<file path="src/rtl/conv_mac_if.sv">
// Beat and result handshake bundle for conv_mac_array.
// The master drives input beats and result acceptance; the slave is the MAC array.
interface conv_mac_if #(
  parameter int unsigned DW    = 8,
  parameter int unsigned LANES = 4,
  parameter int unsigned ACCW  = 21
);
  logic                    in_valid;
  logic                    in_ready;
  logic [LANES*DW-1:0]     data_fmaps;
  logic [DW-1:0]           data_weight;
  logic                    out_valid;
  logic                    out_ready;
  logic [LANES*ACCW-1:0]   acc_out;

  modport master (
    output in_valid, data_fmaps, data_weight, out_ready,
    input  in_ready, out_valid, acc_out
  );

  modport slave (
    input  in_valid, data_fmaps, data_weight, out_ready,
    output in_ready, out_valid, acc_out
  );
endinterface

</file>
<file path="src/rtl/conv_mac_array.sv">
// Multi-lane folded convolution MAC: LANES signed accumulators share one weight per beat.
// Each KLEN-beat window closes automatically into a held result register with valid/ready.
module conv_mac_array #(
  parameter int unsigned DW    = 8,
  parameter int unsigned LANES = 4,
  parameter int unsigned KLEN  = 9,
  parameter int unsigned ACCW  = 21,
  localparam int unsigned TW   = (KLEN > 1) ? $clog2(KLEN) : 1
) (
  input  logic          clk,
  input  logic          rst,
  input  logic          clr,
  conv_mac_if.slave     bus,
  output logic [TW-1:0] tap_cnt
);
  localparam int unsigned PW = 2 * DW;

  if (KLEN == 0) begin : g_klen_chk
    $error("conv_mac_array: KLEN must be at least 1");
  end
  if (ACCW < PW + $clog2(KLEN)) begin : g_accw_chk
    $error("conv_mac_array: ACCW too narrow for 2*DW + clog2(KLEN)");
  end

  logic first;
  logic last;
  logic accept;
  logic signed [PW-1:0] weight_x;
  logic [LANES-1:0][ACCW-1:0] res_flat;

  assign first    = (tap_cnt == '0);
  assign last     = (tap_cnt == TW'(KLEN - 1));
  // Only the closing tap waits on a result that has not been taken yet.
  assign bus.in_ready = !clr && !(last && bus.out_valid && !bus.out_ready);
  assign accept   = bus.in_valid && bus.in_ready;
  assign weight_x = PW'($signed(bus.data_weight));

  // Shared tap counter and result-valid flag.
  always_ff @(posedge clk or posedge rst) begin : p_ctrl
    if (rst) begin
      tap_cnt       <= '0;
      bus.out_valid <= 1'b0;
    end else begin
      if (clr) begin
        tap_cnt <= '0;
      end else if (accept) begin
        tap_cnt <= last ? '0 : tap_cnt + TW'(1);
      end
      if (accept && last) begin
        bus.out_valid <= 1'b1;
      end else if (bus.out_ready) begin
        bus.out_valid <= 1'b0;
      end
    end
  end

  for (genvar i = 0; i < LANES; i++) begin : g_lane
    logic signed [PW-1:0]   fmap_x;
    logic signed [PW-1:0]   prod;
    logic signed [ACCW-1:0] prod_x;
    logic signed [ACCW-1:0] sum;
    logic signed [ACCW-1:0] acc;
    logic signed [ACCW-1:0] res;

    assign fmap_x = PW'($signed(bus.data_fmaps[i*DW +: DW]));
    assign prod   = fmap_x * weight_x;
    assign prod_x = ACCW'(prod);
    // The first tap loads the product, so no separate clear cycle is needed.
    assign sum    = first ? prod_x : acc + prod_x;

    always_ff @(posedge clk or posedge rst) begin : p_lane
      if (rst) begin
        acc <= '0;
        res <= '0;
      end else if (accept) begin
        if (last) begin
          res <= sum;
        end else begin
          acc <= sum;
        end
      end
    end

    assign res_flat[i] = res;
  end

  assign bus.acc_out = res_flat;
endmodule

</file>
<file path="src/flat_wrapper.sv">
// flat-port wrapper written by rule: the top's interface ports become plain ports
module conv_mac_array_flat 
#(
  parameter int unsigned DW    = 8,
  parameter int unsigned LANES = 4,
  parameter int unsigned KLEN  = 9,
  parameter int unsigned ACCW  = 21,
  localparam int unsigned TW   = (KLEN > 1) ? $clog2(KLEN) : 1
)
  (clk, rst, clr, tap_cnt, bus_in_valid, bus_data_fmaps, bus_data_weight, bus_out_ready, bus_in_ready, bus_out_valid, bus_acc_out);
  conv_mac_if #(.DW(DW), .LANES(LANES), .ACCW(ACCW)) bus_i ();
  input  logic clk;
  input  logic rst;
  input  logic clr;
  output logic [TW-1:0] tap_cnt;
  input wire logic [$bits(bus_i.in_valid)-1:0] bus_in_valid;
  input wire logic [$bits(bus_i.data_fmaps)-1:0] bus_data_fmaps;
  input wire logic [$bits(bus_i.data_weight)-1:0] bus_data_weight;
  input wire logic [$bits(bus_i.out_ready)-1:0] bus_out_ready;
  output wire logic [$bits(bus_i.in_ready)-1:0] bus_in_ready;
  output wire logic [$bits(bus_i.out_valid)-1:0] bus_out_valid;
  output wire logic [$bits(bus_i.acc_out)-1:0] bus_acc_out;
  assign bus_i.in_valid = bus_in_valid;
  assign bus_i.data_fmaps = bus_data_fmaps;
  assign bus_i.data_weight = bus_data_weight;
  assign bus_i.out_ready = bus_out_ready;
  assign bus_in_ready = bus_i.in_ready;
  assign bus_out_valid = bus_i.out_valid;
  assign bus_acc_out = bus_i.acc_out;
  conv_mac_array #(.DW(DW), .LANES(LANES), .KLEN(KLEN), .ACCW(ACCW)) u_core (.clk(clk), .rst(rst), .clr(clr), .bus(bus_i), .tap_cnt(tap_cnt));
endmodule
</file>
<file path="config.mk">
export PLATFORM = sky130hd
export DESIGN_NAME = conv_mac_array_flat
export DESIGN_NICKNAME = d
export VERILOG_FILES = /design/src/rtl/conv_mac_if.sv /design/src/rtl/conv_mac_array.sv /design/src/flat_wrapper.sv
export SDC_FILE = /design/constraint.sdc
export NUM_CORES = 1
export LEC_CHECK = 0
export CAP_MARGIN = 20
export CORE_UTILIZATION = 40
export DETAILED_ROUTE_END_ITERATION = 10
export DONT_BUFFER_PORTS = 1
export PLACE_DENSITY = 0.5
export SYNTH_ARGS = -nofsm -noshare
export SYNTH_HDL_FRONTEND = slang
export SYNTH_SLANG_ARGS = --single-unit
</file>
<file path="constraint.sdc">
create_clock -name clk -period 12.05 [get_ports clk]
set_clock_uncertainty 0.15 [all_clocks]
set_input_delay 1.8075 -clock clk [delete_from_list [all_inputs] [get_ports clk]]
set_output_delay 1.8075 -clock clk [all_outputs]
set_load 0.01 [all_outputs]
</file>
Figure 1. A small window of the routed layout (run 1).
Window x 45 to 70, y 161 to 186 microns. Cells in grey, sequential cells in the stronger grey; small squares are vias.
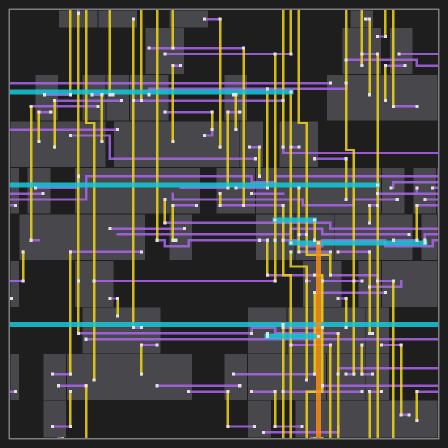
Yellow is M2. Purple is M1. Orange is M4. Cyan is M3.
42 logic cells have their middle in the window. Sequential cells in the window: 0. Most frequent: inv_1 (16), and2_1 (10), fa_1 (8).

Figure 2. Met1 routing (run 1).
Scale: 2 px per micron.
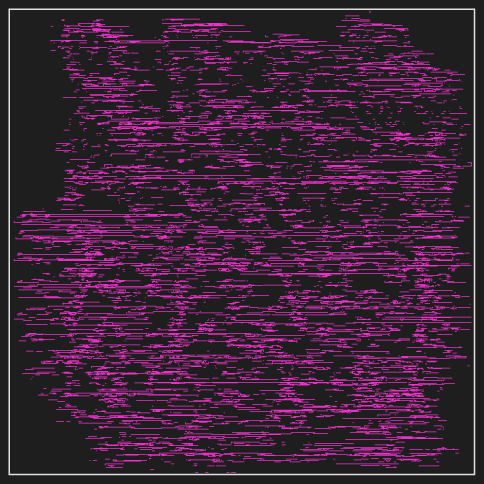
The longest straight run is 76.4 microns. The layer carries 22.3 mm of wire. The layer holds 42% of the routed length. The wires run mostly horizontal.
met1 Use GR: 24.7%
Routed WL: 53,000 microns

Figure 3. Placement by cell class (run 1).
Scale: 1.5 px per micron.
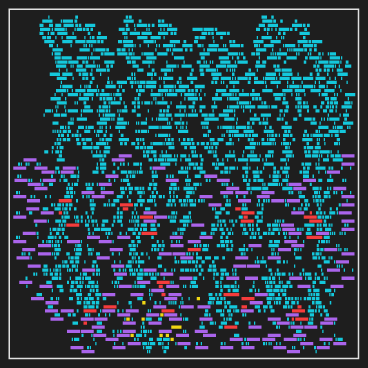
Yellow is remaining buffers and delay cells, cells 10, share of their area 0.41%. Cyan is remaining logic cells, cells 2,180, share of their area 77%. Purple is sequential cells, cells 173, share of their area 20%. Red is clock drivers and dummy loads, cells 31, share of their area 2.8%.
fin area: 22,400 sq um
core area: 51,700 sq um
Seq/total area: 19.3%
Site Rows: 83
Final Core Density: 43.4%

==> results.tsv, run 1 <==
metric	value	unit
status	complete, no violations	
top_layer	met4	
wl_met2	28400	microns
avgRoutedWirePerCell	17.2	microns
holdPathStages	2	
fp_util	40.9	%
antenna_cells	1	
cts_buffer_depth	2	
syn_area	21100	sq um
synth-edff-count	0	
gp_congestion	0.879	
synth_cells	2432	
inv_count	375	
worstSetupStartpoint	bus_data_weight[2]	
vias	15803	
portBuffers	0	
nMultiInputCombCells	1805	
cts-root-buf	clkbuf_16	
ff_type	dfrtp_1	
nets	2861	
finalSetupViolCount	0	
hold_path.startpoint	u_core.g_lane[3].acc[6]	
async_flop_share	100	%
setup_tns	0	ns
dr_wl_met3	1710	microns
yosys.stat.seqShare	20.5	%
largest_area_cell	fa_1	
vias_per_cell	5.14	
aoi_share	13.8	%
wl_met1	22300	microns
die-height	232	microns
buffers	10	
worst-path-max-fanout	33	
layout_top_cells	inv_1, nand2_1, fa_1, ha_1, and2_1	
taps	680	
area_growth	6.10	%
top_usage_layer	met2	
cap_violations	0	
comb_share	67.5	%
reg_top3	u_core.g_lane.acc: 84 flops, u_core.g_lane.res: 84 flops, u_core.tap_cnt: 4 flops	
fmax	125	MHz
==> run 1 -> run 2 <==
--- a/config.mk
+++ b/config.mk
@@ -9,7 +9,7 @@
 export CORE_UTILIZATION = 40
 export DETAILED_ROUTE_END_ITERATION = 10
 export DONT_BUFFER_PORTS = 1
-export PLACE_DENSITY = 0.5
+export PLACE_DENSITY = 0.52
 export SYNTH_ARGS = -nofsm -noshare
 export SYNTH_HDL_FRONTEND = slang
 export SYNTH_SLANG_ARGS = --single-unit
==> constraint.sdc (replaced) <==
create_clock -name clk -period 6.5 [get_ports clk]
set_clock_uncertainty 0.15 [all_clocks]
set_input_delay 0.975 -clock clk [delete_from_list [all_inputs] [get_ports clk]]
set_output_delay 0.975 -clock clk [all_outputs]
set_load 0.01 [all_outputs]
==> run 2 against run 1 <==
Against the previous run:
- register-to-register slack worse by 5.4 ns
- sequential cell count stayed put
- clock-buffer cell count is 1 higher
- worst setup slack worse by 3.9 ns
- highest routed layer unchanged
==> results.tsv, run 2 <==
metric	value	unit	change
status	complete, no violations		
top_usage_layer	met2		
cts_buffer_depth	2		unchanged
wl_met1	23200	microns	+4.1%
async_flop_share	100	%	unchanged
dr_wl_met3	1510	microns	-12%
comb_share	64.0	%	-3.4 points
use_met1	26.1	%	+1.4 points
fin_util	46.8	%	+3.5 points
largest_area_cell	fa_1		
num_rows	83		unchanged
yosys.stat.seqShare	20.5	%	unchanged
area_growth	14.6	%	
ff_type	dfrtp_1		
core_area	51700	sq um	unchanged
holdPathStages	2		unchanged
nets	3056		+6.8%
inv_count	375		unchanged
setup_tns	0	ns	unchanged
synth-edff-count	0		unchanged
Figure 4. A small window of the routed layout (run 2).
Window x 45 to 70, y 161 to 186 microns. Cells in grey, sequential cells in the stronger grey; small squares are vias.
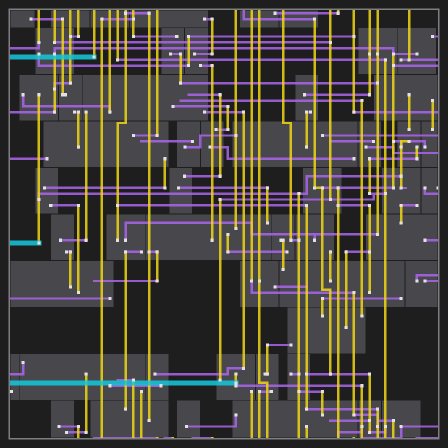
Yellow is M2. Purple is M1. Cyan is M3.
Most frequent: inv_1 (15), and2_1 (10), fa_1 (9). 43 logic cells have their middle in the window. Sequential cells in the window: 0.

Figure 5. Drive-strength map (run 2).
Scale: 1.5 px per micron.
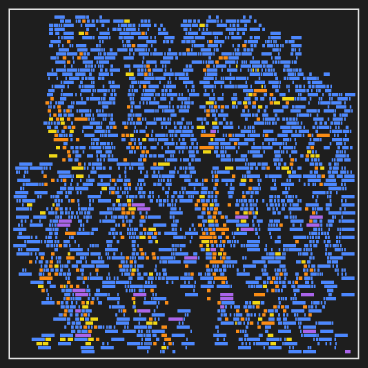
Orange is x3 and x4, cells 235, most used buf_4. Blue is x1 and smaller, cells 2,237, most used inv_1. Yellow is x2, cells 93, most used mux2_2. Purple is x6 and larger, cells 24, most used clkbuf_16.
fin area: 24,200 sq um
final worst slack: 0.183 ns

Figure 6. Placement by cell class (run 2).
Scale: 1.5 px per micron.
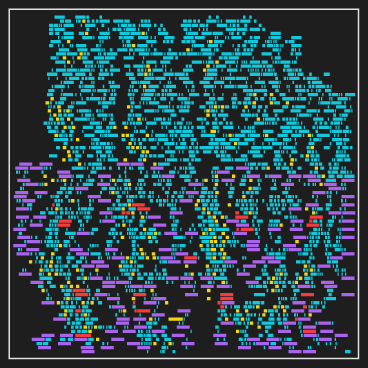
Purple is sequential cells, cells 173, share of their area 19%. Red is clock drivers and dummy loads, cells 31, share of their area 2.4%. Cyan is remaining logic cells, cells 2,180, share of their area 72%. Yellow is remaining buffers and delay cells, cells 205, share of their area 6.7%.

